## src/rtl/banco_cuentas.sv

```systemverilog
// Bank host: per-account PIN/balance/lock store answering ATM account queries.
// Latency: respuesta_stb/cuenta_invalida LATENCIA cycles after the query cycle; escritura_ok 1 cycle after balance_stb.
// Backpressure: none; queries, write-backs and program writes outside their accepting states are dropped.
// Optional feature macro: CUENTA_TRANS_EN adds trans_total, a saturating count of committed write-backs.
module banco_cuentas #(
    parameter int          NUM_CUENTAS   = 8,
    parameter int          ID_W          = 3,
    parameter int          LATENCIA      = 4,
    parameter logic [15:0] PIN_RESET     = 16'h1234,
    parameter logic [63:0] BALANCE_RESET = 64'd1000
) (
    input  logic            clk,
    input  logic            reset,
    input  logic            consulta_stb,
    input  logic [ID_W-1:0] id_cuenta,
    output logic [15:0]     pin_correcto,
    output logic [63:0]     balance_inicial,
    output logic            respuesta_stb,
    output logic            cuenta_invalida,
    input  logic [63:0]     balance_actualizado,
    input  logic            balance_stb,
    input  logic            bloqueo,
    output logic            escritura_ok,
    output logic            ocupado,
    input  logic            prog_we,
    input  logic [ID_W-1:0] prog_id,
    input  logic [15:0]     prog_pin,
    input  logic [63:0]     prog_balance
`ifdef CUENTA_TRANS_EN
    ,
    output logic [15:0]     trans_total
`endif
);

    typedef enum logic [1:0] {
        IDLE   = 2'd0,
        ESPERA = 2'd1,
        SESION = 2'd2
    } estado_t;

    localparam logic [3:0] LAT_INI = 4'(LATENCIA - 1);

    estado_t         estado_q, estado_d;
    logic [3:0]      lat_cnt_q, lat_cnt_d;
    logic [ID_W-1:0] id_activo_q, id_activo_d;
    logic [15:0]     pin_mem_q [NUM_CUENTAS];
    logic [15:0]     pin_mem_d [NUM_CUENTAS];
    logic [63:0]     bal_mem_q [NUM_CUENTAS];
    logic [63:0]     bal_mem_d [NUM_CUENTAS];
    logic            lock_q    [NUM_CUENTAS];
    logic            lock_d    [NUM_CUENTAS];
    logic [15:0]     pin_ses_q, pin_ses_d;
    logic [63:0]     bal_ses_q, bal_ses_d;
    logic            escritura_ok_q, escritura_ok_d;
    logic            bloqueo_q;
    logic            bloqueo_flanco;

    logic            act_valida;
    logic            act_lock;
    logic [15:0]     act_pin;
    logic [63:0]     act_bal;

    // Only a low-to-high transition of the level-type lock request counts.
    assign bloqueo_flanco = bloqueo & ~bloqueo_q;

    // Look up the latched account; ids with no matching entry stay invalid.
    always_comb begin
        act_valida = 1'b0;
        act_lock   = 1'b0;
        act_pin    = '0;
        act_bal    = '0;
        for (int i = 0; i < NUM_CUENTAS; i++) begin
            if (ID_W'(i) == id_activo_q) begin
                act_valida = 1'b1;
                act_lock   = lock_q[i];
                act_pin    = pin_mem_q[i];
                act_bal    = bal_mem_q[i];
            end
        end
    end

    // Next-state, account-store updates and response strobes.
    always_comb begin
        estado_d        = estado_q;
        lat_cnt_d       = lat_cnt_q;
        id_activo_d     = id_activo_q;
        pin_mem_d       = pin_mem_q;
        bal_mem_d       = bal_mem_q;
        lock_d          = lock_q;
        pin_ses_d       = pin_ses_q;
        bal_ses_d       = bal_ses_q;
        escritura_ok_d  = 1'b0;
        respuesta_stb   = 1'b0;
        cuenta_invalida = 1'b0;

        case (estado_q)
            IDLE: begin
                // Program write is taken in the same cycle as a query; the
                // lookup happens later, so the query sees the new contents.
                if (prog_we) begin
                    for (int i = 0; i < NUM_CUENTAS; i++) begin
                        if (ID_W'(i) == prog_id) begin
                            pin_mem_d[i] = prog_pin;
                            bal_mem_d[i] = prog_balance;
                            lock_d[i]    = 1'b0;
                        end
                    end
                end
                if (consulta_stb) begin
                    id_activo_d = id_cuenta;
                    lat_cnt_d   = LAT_INI;
                    estado_d    = ESPERA;
                end
            end

            ESPERA: begin
                if (lat_cnt_q == 4'd0) begin
                    if (act_valida && !act_lock) begin
                        respuesta_stb = 1'b1;
                        pin_ses_d     = act_pin;
                        bal_ses_d     = act_bal;
                        estado_d      = SESION;
                    end else begin
                        cuenta_invalida = 1'b1;
                        estado_d        = IDLE;
                    end
                end else begin
                    lat_cnt_d = lat_cnt_q - 4'd1;
                end
            end

            SESION: begin
                // Lock beats write-back beats a new query when they coincide.
                if (bloqueo_flanco) begin
                    for (int i = 0; i < NUM_CUENTAS; i++) begin
                        if (ID_W'(i) == id_activo_q) begin
                            lock_d[i] = 1'b1;
                        end
                    end
                    pin_ses_d = '0;
                    bal_ses_d = '0;
                    estado_d  = IDLE;
                end else if (balance_stb) begin
                    for (int i = 0; i < NUM_CUENTAS; i++) begin
                        if (ID_W'(i) == id_activo_q) begin
                            bal_mem_d[i] = balance_actualizado;
                        end
                    end
                    escritura_ok_d = 1'b1;
                    pin_ses_d      = '0;
                    bal_ses_d      = '0;
                    estado_d       = IDLE;
                end else if (consulta_stb) begin
                    // Session abandoned without write-back; new query starts.
                    id_activo_d = id_cuenta;
                    lat_cnt_d   = LAT_INI;
                    pin_ses_d   = '0;
                    bal_ses_d   = '0;
                    estado_d    = ESPERA;
                end
            end

            default: begin
                estado_d = IDLE;
            end
        endcase
    end

    // Response data is live in the response cycle, then held by the session registers.
    always_comb begin
        pin_correcto    = respuesta_stb ? act_pin : pin_ses_q;
        balance_inicial = respuesta_stb ? act_bal : bal_ses_q;
    end

    assign escritura_ok = escritura_ok_q;
    assign ocupado      = (estado_q != IDLE);

    // State, session and account-store registers.
    always_ff @(posedge clk) begin
        if (reset) begin
            estado_q       <= IDLE;
            lat_cnt_q      <= '0;
            id_activo_q    <= '0;
            pin_ses_q      <= '0;
            bal_ses_q      <= '0;
            escritura_ok_q <= 1'b0;
            bloqueo_q      <= 1'b0;
            for (int i = 0; i < NUM_CUENTAS; i++) begin
                pin_mem_q[i] <= PIN_RESET;
                bal_mem_q[i] <= BALANCE_RESET;
                lock_q[i]    <= 1'b0;
            end
        end else begin
            estado_q       <= estado_d;
            lat_cnt_q      <= lat_cnt_d;
            id_activo_q    <= id_activo_d;
            pin_ses_q      <= pin_ses_d;
            bal_ses_q      <= bal_ses_d;
            escritura_ok_q <= escritura_ok_d;
            bloqueo_q      <= bloqueo;
            pin_mem_q      <= pin_mem_d;
            bal_mem_q      <= bal_mem_d;
            lock_q         <= lock_d;
        end
    end

`ifdef CUENTA_TRANS_EN
    logic [15:0] trans_total_q, trans_total_d;

    // Count committed write-backs, sticking at all-ones.
    always_comb begin
        trans_total_d = trans_total_q;
        if (escritura_ok_q && (trans_total_q != 16'hFFFF)) begin
            trans_total_d = trans_total_q + 16'd1;
        end
    end

    // Write-back counter register.
    always_ff @(posedge clk) begin
        if (reset) begin
            trans_total_q <= '0;
        end else begin
            trans_total_q <= trans_total_d;
        end
    end

    assign trans_total = trans_total_q;
`endif

endmodule

```

## config.mk

```make
export PLATFORM = sky130hd
export DESIGN_NAME = banco_cuentas
export DESIGN_NICKNAME = d
export VERILOG_FILES = /design/src/rtl/banco_cuentas.sv
export SDC_FILE = /design/constraint.sdc
export NUM_CORES = 1
export LEC_CHECK = 0
export ABC_CLOCK_PERIOD_IN_PS = 2400
export CAP_MARGIN = 25
export CELL_PAD_IN_SITES_DETAIL_PLACEMENT = 0
export CELL_PAD_IN_SITES_GLOBAL_PLACEMENT = 1
export CORE_ASPECT_RATIO = 1.75
export CORE_UTILIZATION = 45
export DETAILED_ROUTE_END_ITERATION = 7
export PLACE_DENSITY_LB_ADDON = 0.1
export SLEW_MARGIN = 30
export SYNTH_ARGS = -nofsm -noshare
export SYNTH_HDL_FRONTEND = slang
export SYNTH_SLANG_ARGS = --single-unit
```

## constraint.sdc

```tcl
create_clock -name clk -period 2.4 [get_ports clk]
set_input_delay 0.24 -clock clk [delete_from_list [all_inputs] [get_ports clk]]
set_output_delay 0.24 -clock clk [all_outputs]
set_load 0.005 [all_outputs]
```

==> images/logic_types.png <==
Bar = 50 µm.
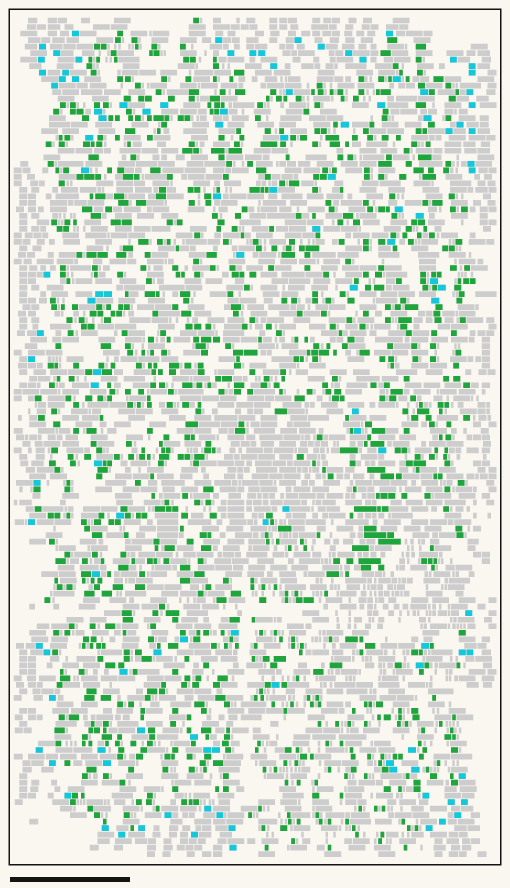
legend:
  cyan:
    family: non-inverting ao/oa cells
    cells: 118
    most_used: a22o_1
    where: spread over the die
  green:
    family: aoi and oai cells
    cells: 1006
    most_used: a211oi_1
    where: spread over the die

==> images/placement_by_type.png <==
Bar = 50 µm.
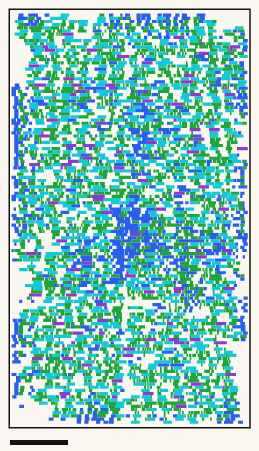
legend:
  blue:
    class: remaining buffers and delay cells
    cells: 715
  green:
    class: combinational and other logic
    cells: 2528
  purple:
    class: clock drivers and dummy loads
    cells: 126
  cyan:
    class: sequential cells
    cells: 739

==> images/sizes.png <==
Bar = 50 µm.
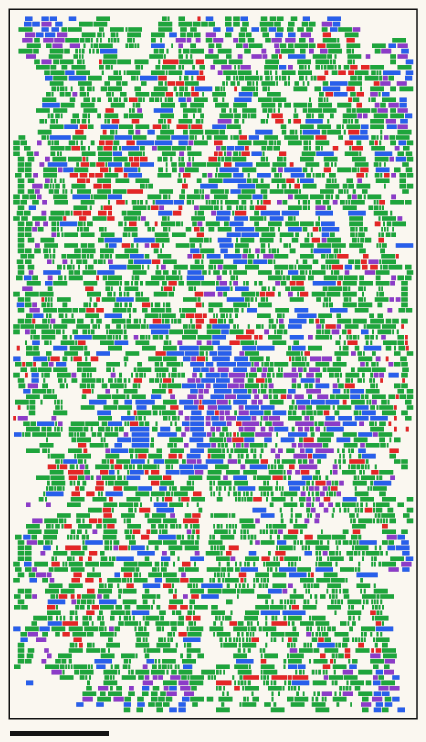
legend:
  blue:
    size: _6 and larger
    cells: 384
    share: 9.3%
    most_used: buf_12
  green:
    size: _0 and _1 cells
    cells: 3038
    share: 74%
    most_used: dfxtp_1
  purple:
    size: _3 and _4 cells
    cells: 359
    share: 8.7%
    most_used: buf_4
  red:
    size: _2 cells
    cells: 327
    share: 8.0%
    most_used: a211oi_2

==> images/congestion.png <==
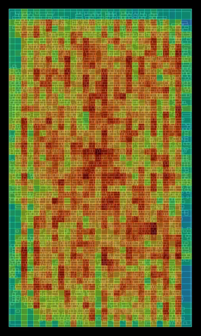
average wire per standard cell: 23.10 µm
met3 usage: 3.645%
total routing usage reported by global routing: 29.42%
fraction of met2 tracks used by global routing: 52.37%
M1 GR Usage: 35.07%

==> COMMIT_EDITMSG <==
Add synthesis and place-and-route results

- The run finished, with violations left.
- Stage-log warning count: 34
* Skew-Pair Late Insertion Delay: 0.63 ns
- Of the total synthesized cell area, the portion taken by XOR and XNOR cells is 0.02708%.
* Adder Share, Synth: 0.03869%
- Core utilization at floorplan: 45.64%
* Vias per cell: 5.945
* Vias in the first global route: 29.22k
- Most area-hungry cell type in the Yosys netlist: dfxtp_1
* Max transition margin: 40.39%
* Critical path data required time: 2.16 ns
- H-tree depth: 3
* Half-perimeter wire length after placement: 68.06 mm
- Sort of element at the end of the critical path: output port
* Port buffer count: 239
* Type of the most critical hold path: in2reg
- The critical path maximum fanout is 5.
* Multi-input gate area: 0.01701 mm²
* Fraction of layout instances using a drive strength above 1: 26.05%
* Portion of the clock cycle consumed by the worst path in the final layout: 129.6%
- Setup repair after global routing could not meet its margin everywhere.
- Fraction of the core area covered by cells at the end of the flow: 61.91%
* Final Non-Filler Cells: 5026
- Setup crit start kind: flip-flop
- First-pass GRT wire length: 166.7 mm
- Portion of synthesized cell area occupied by the leading cell type: 45.75%
- TritonCTS built the clock tree.
* Total via count in the routed design: 29.88k
* Register area: 0.01481 mm²
- Number of remaining DRC errors: 0
- Highest ir drop seen on vdd: 441.4 µV
- Die Area: 0.07298 mm²
- Relative to the synthesized area, the layout overhead comes to 35.65%.
- Among all stages on the critical path, the maximum delay recorded is 0.40 ns.
* Number of antenna violations at the first check in global routing: 0
- Worst-case setup margin in the final layout: -0.7105 ns
- Gate count of the mapped netlist: 3635
* Lkg Pwr: 16.45 nW
- The congestion estimate from routability-driven global placement came to 0.8395.
* Total overflow reported by the global router: 0
* Critical setup path kind: reg2out
- Violated checks: negative setup slack
- According to the Yosys statistics, the synthesized design has a chip area of 0.03234 mm².
- For reference, the top logic cell family by area is AND-OR/OR-AND gates.
- Number of rows in the core area: 129
- Detailed placement reports a standard cell area of 0.03807 mm².
- The report gives the cell count of the worst hold path as 2.
* Filler Cell Count: 5911
- With fillers left out, the area of the finished cells amounts to 0.04386 mm².
* Endpoints failing setup: 268
- Avg Inst Size Synth: 8.896 µm²
* Worst slew pin tran: 0.8941 ns
- Post-synthesis async set-or-reset flop share: 0%
- Synth top cells by count: dfxtp_1, nor2_1, a211oi_1
* Sequential cell area fraction in the yosys report: 45.75%
- Number of logic stages on the critical path including buffering: 10
- Counting the buffers created by CTS gives 70.
* First DRT Iteration DRCs: 2188
- Wires add up to 116.1 mm.
- The slowest stage of the critical path belongs to the cell dfxtp_4.
- Post-layout total power: 32.51 mW
- The most common logic cells in the final layout are dfxtp_1, nor2_1, nand2_1.
- In this run, the synthesized area fraction spent on AND-OR/OR-AND gates is recorded as 25.44%.
- Synth Cell Area: 0.03234 mm²
- Once detail routing completed, the nets flagged for antenna violations numbered 0.
- After clock tree synthesis, the clock-pin slew on the worst setup and hold paths is 0.07 ns.
- Post-Route Hold Slack: 0.2292 ns
- Yosys top cell by instances: dfxtp_1
- Between clock sinks in the finished design, the worst skew comes to 0.01278 ns.
-- power breakdown --
group          total, mW  internal, mW  switching, mW
sequential          13.7          13.2          0.510
combinational       7.28          3.39           3.90
clock               11.5          6.54           4.97
total               32.5          23.1           9.38
-- worst paths after layout --
path / from / endpoint / slack (ns)
worst min register to register: pin_mem_q[127]$_SDFFE_PP0P_ / pin_mem_q[127]$_SDFFE_PP0P_ / 0.45
worst max register to register: id_activo_q[0]$_SDFFE_PP0P_ / bal_mem_q[484]$_SDFFE_PP0P_ / -0.29
worst min-delay path: bloqueo / bloqueo_q$_SDFF_PP0_ / 0.23
worst max-delay path: id_activo_q[0]$_SDFFE_PP0P_ / balance_inicial[28] / -0.71
-- flip-flops by register name (all words and copies together) (netlist names), 2 cells and up --
name         cells
estado_q         2
pin_mem_q      128
lock_q           8
bal_ses_q       64
bal_mem_q      512
id_activo_q      3
lat_cnt_q        4
pin_ses_q       16
-- final cells by class --
type,instances,share of cell area [%]
inverter,29,0.2510
tap,917,2.616
clock buffer,98,4.678
multi-input combinational,2499,38.78
antenna,1,0.005705
timing repair buffer,715,19.26
clock inverter,28,0.6589
sequential,739,33.75
-- per-layer routing --
metal  GRT usage, %  routed length, µm  share of wire (%)  vias to the layer above
met3          3.645               6428                5.5                      242
li1               -                  -                  -                    14011
met5              0                  0                  0                        -
met2          52.37              58400                 50                     1083
met4          12.82               5169                4.5                        0
met1          35.07              46110                 40                    14542
-- timing repair --
| action | 4_1_cts | 5_1_grt |
|---|---|---|
| hold buffers | 1 | 0 |
| endpoints found under the setup margin | 160 | 476 |
| resized | 618 | 240 |
| setup buffers | 94 | 32 |
| cloned | 14 | 27 |
| hold endpoints to repair | 11 | 0 |
| pin swaps | 64 | 89 |
Power figures rest on the tool's default switching activity, not on a simulated workload.
